===== src/rtl/pulse_seq_pkg.sv =====
`default_nettype none
// +--------------------------------------------------------------------------+
// | pulse_seq_pkg : address map, mode/state encodings and reset defaults      |
// | Revision      : 1.0                                                       |
// +--------------------------------------------------------------------------+
package pulse_seq_pkg;

  localparam int ADDR_PERIOD     = 0;
  localparam int ADDR_MODE       = 1;
  localparam int ADDR_ATT        = 2;
  localparam int ADDR_PULSE_BASE = 4;

  typedef enum logic [1:0] {
    MODE_STOP   = 2'd0,
    MODE_CONT   = 2'd1,
    MODE_SINGLE = 2'd2
  } mode_e;

  typedef enum logic [0:0] {
    ST_IDLE = 1'b0,
    ST_RUN  = 1'b1
  } state_e;

  localparam int unsigned DEF_PERIOD = 32'd2000000;

  function automatic int unsigned def_start(input int idx);
    return (idx == 1) ? 32'd2030 : 32'd0;
  endfunction

  function automatic int unsigned def_width(input int idx);
    return (idx < 2) ? 32'd30 : 32'd0;
  endfunction

  // Reset value of the registered last-pulse-end, derived from the defaults above.
  function automatic int unsigned def_last_end(input int num_pulses);
    int unsigned le;
    le = 0;
    for (int i = 0; i < num_pulses; i++) begin
      if (def_width(i) != 0 && def_start(i) + def_width(i) > le) le = def_start(i) + def_width(i);
    end
    return le;
  endfunction

endpackage
`default_nettype wire


===== src/rtl/pulse_window.sv =====
`default_nettype none
// +--------------------------------------------------------------------------+
// | pulse_window : active while start <= cnt < start+width (width 0 = off)    |
// | Revision     : 1.0                                                        |
// +--------------------------------------------------------------------------+
module pulse_window #(
  parameter int CNT_W = 32
) (
  input  logic [CNT_W-1:0] cnt,
  input  logic [CNT_W-1:0] start,
  input  logic [CNT_W-1:0] width,
  output logic             active
);

  logic [CNT_W:0] w_end_excl;

  assign w_end_excl = {1'b0, start} + {1'b0, width};
  assign active     = (width != '0) && (cnt >= start) && ({1'b0, cnt} < w_end_excl);

endmodule
`default_nettype wire


===== src/rtl/pulse_sequencer.sv =====
`default_nettype none
// +--------------------------------------------------------------------------+
// | pulse_sequencer : N-pulse gate/SYNC/attenuator sequencer, double-buffered |
// | Revision        : 1.0                                                     |
// +--------------------------------------------------------------------------+
module pulse_sequencer
  import pulse_seq_pkg::*;
#(
  parameter int CNT_W      = 32,
  parameter int NUM_PULSES = 4,
  parameter int ATT_W      = 8,
  parameter int ATT_DELAY  = 20000,
  parameter int ADDR_W     = 5
) (
  input  logic              clk,
  input  logic              rst,
  input  logic              cfg_wr,
  input  logic [ADDR_W-1:0] cfg_addr,
  input  logic [CNT_W-1:0]  cfg_data,
  input  logic              cfg_commit,
  input  logic              trigger,
  output logic              pulse_out,
  output logic              sync_out,
  output logic [ATT_W-1:0]  att_out,
  output logic              period_start,
  output logic              commit_done,
  output logic              running
);

  localparam int ATT_REG_W = 2 * ATT_W + 1;

  logic [CNT_W-1:0]     sh_period_q, sh_period_d, act_period_q, act_period_d;
  mode_e                sh_mode_q, sh_mode_d, act_mode_q, act_mode_d;
  logic [ATT_REG_W-1:0] sh_att_q, sh_att_d, act_att_q, act_att_d;
  logic [CNT_W-1:0]     sh_start_q [NUM_PULSES];
  logic [CNT_W-1:0]     sh_start_d [NUM_PULSES];
  logic [CNT_W-1:0]     sh_width_q [NUM_PULSES];
  logic [CNT_W-1:0]     sh_width_d [NUM_PULSES];
  logic [CNT_W-1:0]     act_start_q[NUM_PULSES];
  logic [CNT_W-1:0]     act_start_d[NUM_PULSES];
  logic [CNT_W-1:0]     act_width_q[NUM_PULSES];
  logic [CNT_W-1:0]     act_width_d[NUM_PULSES];

  state_e               state_q, state_d;
  logic [CNT_W-1:0]     cnt_q, cnt_d;
  logic                 pending_q, pending_d;
  logic [CNT_W:0]       last_end_q, last_end_d;

  logic                 pulse_out_q, pulse_out_d, sync_out_q, sync_out_d;
  logic [ATT_W-1:0]     att_out_q, att_out_d;
  logic                 period_start_q, period_start_d, commit_done_q, commit_done_d;
  logic                 running_q, running_d;

  logic [NUM_PULSES-1:0] w_win;
  logic [CNT_W-1:0]      w_period_eff;
  logic                  w_run, w_wrap, w_do_commit, w_pump_sel;
  logic [CNT_W:0]        w_le_shadow;
  logic [CNT_W+1:0]      w_att_thresh;

  generate
    for (genvar gi = 0; gi < NUM_PULSES; gi++) begin : g_win
      pulse_window #(.CNT_W(CNT_W)) u_win (
        .cnt    (cnt_q),
        .start  (act_start_q[gi]),
        .width  (act_width_q[gi]),
        .active (w_win[gi])
      );
    end
  endgenerate

  assign w_run        = (state_q == ST_RUN);
  assign w_period_eff = (act_period_q < CNT_W'(2)) ? CNT_W'(2) : act_period_q;
  assign w_wrap       = w_run && (cnt_q == w_period_eff - CNT_W'(1));
  assign w_do_commit  = pending_q && (!w_run || w_wrap);

  // Shadow bank: decoded writes only; unmapped addresses fall through untouched.
  always_comb begin
    sh_period_d = sh_period_q;
    sh_mode_d   = sh_mode_q;
    sh_att_d    = sh_att_q;
    for (int i = 0; i < NUM_PULSES; i++) begin
      sh_start_d[i] = sh_start_q[i];
      sh_width_d[i] = sh_width_q[i];
    end
    if (cfg_wr) begin
      if (cfg_addr == ADDR_W'(ADDR_PERIOD)) sh_period_d = cfg_data;
      if (cfg_addr == ADDR_W'(ADDR_MODE))   sh_mode_d   = mode_e'(cfg_data[1:0]);
      if (cfg_addr == ADDR_W'(ADDR_ATT))    sh_att_d    = cfg_data[ATT_REG_W-1:0];
      for (int i = 0; i < NUM_PULSES; i++) begin
        if (cfg_addr == ADDR_W'(ADDR_PULSE_BASE + 2 * i))     sh_start_d[i] = cfg_data;
        if (cfg_addr == ADDR_W'(ADDR_PULSE_BASE + 2 * i + 1)) sh_width_d[i] = cfg_data;
      end
    end
  end

  // Active bank and last_end move together so they never disagree for a cycle.
  always_comb begin
    w_le_shadow = '0;
    for (int i = 0; i < NUM_PULSES; i++) begin
      if (sh_width_q[i] != '0 && ({1'b0, sh_start_q[i]} + {1'b0, sh_width_q[i]}) > w_le_shadow)
        w_le_shadow = {1'b0, sh_start_q[i]} + {1'b0, sh_width_q[i]};
    end
    act_period_d = w_do_commit ? sh_period_q : act_period_q;
    act_mode_d   = w_do_commit ? sh_mode_q   : act_mode_q;
    act_att_d    = w_do_commit ? sh_att_q    : act_att_q;
    last_end_d   = w_do_commit ? w_le_shadow : last_end_q;
    for (int i = 0; i < NUM_PULSES; i++) begin
      act_start_d[i] = w_do_commit ? sh_start_q[i] : act_start_q[i];
      act_width_d[i] = w_do_commit ? sh_width_q[i] : act_width_q[i];
    end
    pending_d = cfg_commit || (pending_q && !w_do_commit);
  end

  always_comb begin
    state_d = state_q;
    cnt_d   = cnt_q;
    case (state_q)
      ST_IDLE: begin
        cnt_d = '0;
        if (act_mode_q == MODE_CONT || (act_mode_q == MODE_SINGLE && trigger)) state_d = ST_RUN;
      end
      ST_RUN: begin
        if (w_wrap) begin
          cnt_d = '0;
          if (act_mode_q != MODE_CONT) state_d = ST_IDLE;
        end else begin
          cnt_d = cnt_q + CNT_W'(1);
        end
      end
      default: begin
        state_d = ST_IDLE;
        cnt_d   = '0;
      end
    endcase
  end

  assign w_att_thresh = {1'b0, last_end_q} + (CNT_W+2)'(ATT_DELAY);
  assign w_pump_sel   = act_att_q[2*ATT_W] && (w_win[0] || ({2'b0, cnt_q} >= w_att_thresh));

  always_comb begin
    pulse_out_d    = w_run && (|w_win);
    sync_out_d     = w_run && ({1'b0, cnt_q} < last_end_q);
    att_out_d      = (w_run && w_pump_sel) ? act_att_q[2*ATT_W-1:ATT_W] : act_att_q[ATT_W-1:0];
    period_start_d = w_run && (cnt_q == '0);
    commit_done_d  = w_do_commit;
    running_d      = w_run;
  end

  always_ff @(posedge clk) begin
    if (rst) begin
      sh_period_q    <= CNT_W'(DEF_PERIOD);
      act_period_q   <= CNT_W'(DEF_PERIOD);
      sh_mode_q      <= MODE_STOP;
      act_mode_q     <= MODE_STOP;
      sh_att_q       <= '1;
      act_att_q      <= '1;
      for (int i = 0; i < NUM_PULSES; i++) begin
        sh_start_q[i]  <= CNT_W'(def_start(i));
        sh_width_q[i]  <= CNT_W'(def_width(i));
        act_start_q[i] <= CNT_W'(def_start(i));
        act_width_q[i] <= CNT_W'(def_width(i));
      end
      state_q        <= ST_IDLE;
      cnt_q          <= '0;
      pending_q      <= 1'b0;
      last_end_q     <= (CNT_W+1)'(def_last_end(NUM_PULSES));
      pulse_out_q    <= 1'b0;
      sync_out_q     <= 1'b0;
      att_out_q      <= '0;
      period_start_q <= 1'b0;
      commit_done_q  <= 1'b0;
      running_q      <= 1'b0;
    end else begin
      sh_period_q    <= sh_period_d;
      act_period_q   <= act_period_d;
      sh_mode_q      <= sh_mode_d;
      act_mode_q     <= act_mode_d;
      sh_att_q       <= sh_att_d;
      act_att_q      <= act_att_d;
      for (int i = 0; i < NUM_PULSES; i++) begin
        sh_start_q[i]  <= sh_start_d[i];
        sh_width_q[i]  <= sh_width_d[i];
        act_start_q[i] <= act_start_d[i];
        act_width_q[i] <= act_width_d[i];
      end
      state_q        <= state_d;
      cnt_q          <= cnt_d;
      pending_q      <= pending_d;
      last_end_q     <= last_end_d;
      pulse_out_q    <= pulse_out_d;
      sync_out_q     <= sync_out_d;
      att_out_q      <= att_out_d;
      period_start_q <= period_start_d;
      commit_done_q  <= commit_done_d;
      running_q      <= running_d;
    end
  end

  assign pulse_out    = pulse_out_q;
  assign sync_out     = sync_out_q;
  assign att_out      = att_out_q;
  assign period_start = period_start_q;
  assign commit_done  = commit_done_q;
  assign running      = running_q;

endmodule
`default_nettype wire


===== config.mk =====
export PLATFORM = sky130hd
export DESIGN_NAME = pulse_sequencer
export DESIGN_NICKNAME = d
export VERILOG_FILES = /design/src/rtl/pulse_seq_pkg.sv /design/src/rtl/pulse_window.sv /design/src/rtl/pulse_sequencer.sv
export SDC_FILE = /design/constraint.sdc
export NUM_CORES = 2
export LEC_CHECK = 0
export CORE_UTILIZATION = 45
export DETAILED_ROUTE_END_ITERATION = 10
export GPL_TIMING_DRIVEN = 0
export PLACE_DENSITY = 0.56
export SETUP_SLACK_MARGIN = 0.05
export SLEW_MARGIN = 40
export SYNTH_ARGS = -nofsm -noshare
export SYNTH_HDL_FRONTEND = slang
export SYNTH_SLANG_ARGS = --single-unit

===== constraint.sdc =====
create_clock -name clk -period 14.35 [get_ports clk]
set_input_delay 2.1525 -clock clk [delete_from_list [all_inputs] [get_ports clk]]
set_output_delay 2.1525 -clock clk [all_outputs]
set_load 0.01 [all_outputs]

==> impl_summary.log <==
[report] extracting results
[metrics] run status: complete, no violations
[metrics] yosys stat chip area: 0.0486 mm²
[metrics] setup slack on the worst flop-to-flop path: 460 ps
[metrics] worst hold margin: 455 ps
[metrics] max-cap violations: 0
[metrics] first-pass GRT wire length: 300 mm
[metrics] starting utilization of the core area: 0.454
[metrics] Mux cell area share: 0.00615
[metrics] endpoint of the worst hold path: sh_period_q[22]$_SDFFE_PP0P_
[metrics] placed cell count: 7824
[metrics] cell depth of the worst setup path: 53
[metrics] number of buffers created by CTS: 82
[metrics] die width: 331 µm
[metrics] type of the worst setup path: reg2reg
[metrics] sequential element share of the synthesized area: 0.286
[metrics] Antenna Nets Post-Route: 0
[metrics] share of the clock period used by the worst path after layout: 0.968
[metrics] max incr delay on CP: 630 ps
[metrics] Nets at Floorplan: 7086
[metrics] Data arrival, critical path: 14480 ps
[metrics] register cell area after layout: 0.0140 mm²
[metrics] post-place instance area: 0.0515 mm²
[metrics] worst vdd ir: 89.0 µV
[metrics] Die Outline Area: 0.109 mm²
[metrics] number of cells upsized or downsized after cts: 2
[metrics] multi-input gate share of total cell area: 0.601
[metrics] tally of filler cells in the layout: 10800
[metrics] maximum number of pins on one net before global-route repair: 16
[metrics] part of the total power dissipated in sequential elements: 0.421
[metrics] Sw Ratio: 0.287
[metrics] area of combinational cells with multiple inputs: 0.0326 mm²
[metrics] number of global-route vias before repair: 42800
[metrics] number of tapcells: 1403
[metrics] met1 layer usage reported by global route: 0.555
[metrics] number of cells on the worst reg-to-reg path: 53
[metrics] global placement routability congestion: 1.01
[metrics] post-synthesis cell type with the largest instance count: nand2_1
[metrics] clock latency on the worst-skew pair: 670 ps
[metrics] clock tree root buffer cell: clkbuf_16
[metrics] total power: 0.00469 W
[metrics] area of the core: 0.107 mm²
[metrics] Top delay family on crit path: AND-OR/OR-AND gates
[metrics] met2 wire length: 87.5 mm
[metrics] combinational family with the most area after synthesis: simple AND/OR/NAND/NOR gates
[metrics] H-tree depth reported by CTS: 3
[metrics] aoi/oai-family share of the synthesized area: 0.209
[metrics] count of standard-cell rows: 120
[metrics] YS warnings: 0
[metrics] number of sequential cells in the layout: 694
[metrics] cell type of the slowest stage on the worst timing path: a2111oi_1
[metrics] Max Used Layer: met5
[metrics] Non-clk bufs: 349
[metrics] cell count after synthesis: 6366
[metrics] post-route clock skew: 24.8 ps
[metrics] Leak: 23.3 nW
[metrics] syn avg cell area: 7.63 µm²
[metrics] Cells on Worst Hold Path: 2
[metrics] number of buffers added on ports: 23
[metrics] number of antenna violations at the first check in global routing: 19
[metrics] Clk network pwr share: 0.451
[metrics] min-delay src: sh_period_q[22]$_SDFFE_PP0P_
[metrics] top contributor to total power: clock
[metrics] share of async-settable or async-resettable flops after synthesis: 0
[metrics] pre-CTS setup slack: -291 ps
[metrics] Seq/total area: 0.258
[metrics] CTS tree: built
[metrics] power consumed by sequential cells: 0.00197 W
[metrics] final setup vio count: 0
[metrics] TritonRoute pass-1 iters: 6
[metrics] layout overhead on the synthesized area: 11.6%
[metrics] Worst R2R Start: sh_width_q[1][0]$_SDFFE_PP0P_
[metrics] most common cell after layout, fill and taps aside: nand2_1
[metrics] tally of unique sky130hd cells used after synthesis: 87
[metrics] met3 wire length: 19.6 mm
[metrics] number of I/O pins: 55
[metrics] violation count after the first detailed-routing iteration: 5369
[metrics] Combinational Power Share: 0.128
[metrics] detailed-routing wirelength on met1: 97.0 mm
[metrics] simple-gate portion of the synthesized area: 0.222
[metrics] post-detailed-placement half-perimeter wirelength: 166 mm
[metrics] number of flip-flops and latches in the synthesized netlist: 694
[metrics] global routing's busiest layer: met2
Figure 1. Wiring by layer.
The bar under the picture is 100 µm long. Two of the layers only.
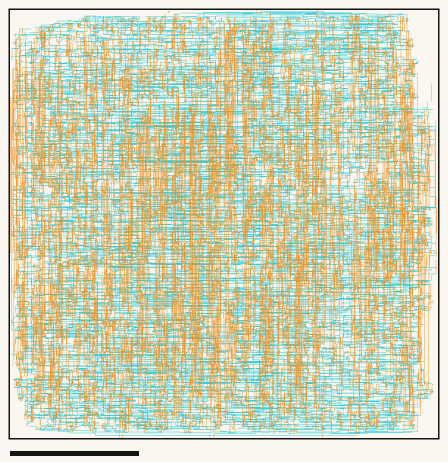
| layer | color | wire length |
|---|---|---|
| met2 | orange | 87.5 mm |
| met1 | cyan | 97.0 mm |
wire per inst: 26.5 µm
Global Route Usage Sum: 0.380
Total Wirelength: 212 mm
total via count in the routed design: 47900

Figure 2. Clock routing.
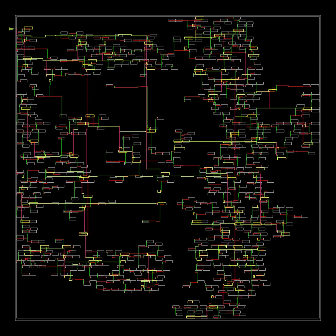
power consumed by the clock network: 0.00211 W
number of clock buffers in the layout: 115

Figure 3. Metal 2.
The bar under the picture is 100 µm long.
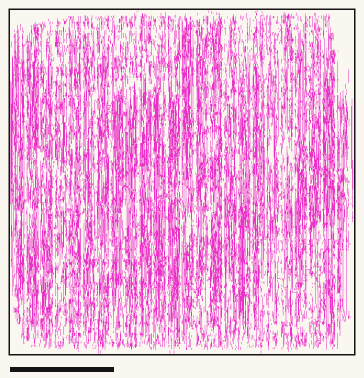
main direction: vertical
longest straight run: 157 µm
share of all routed wire: 41%
met2 Usage GRT: 0.558

Power and IR drop assume default switching activity.
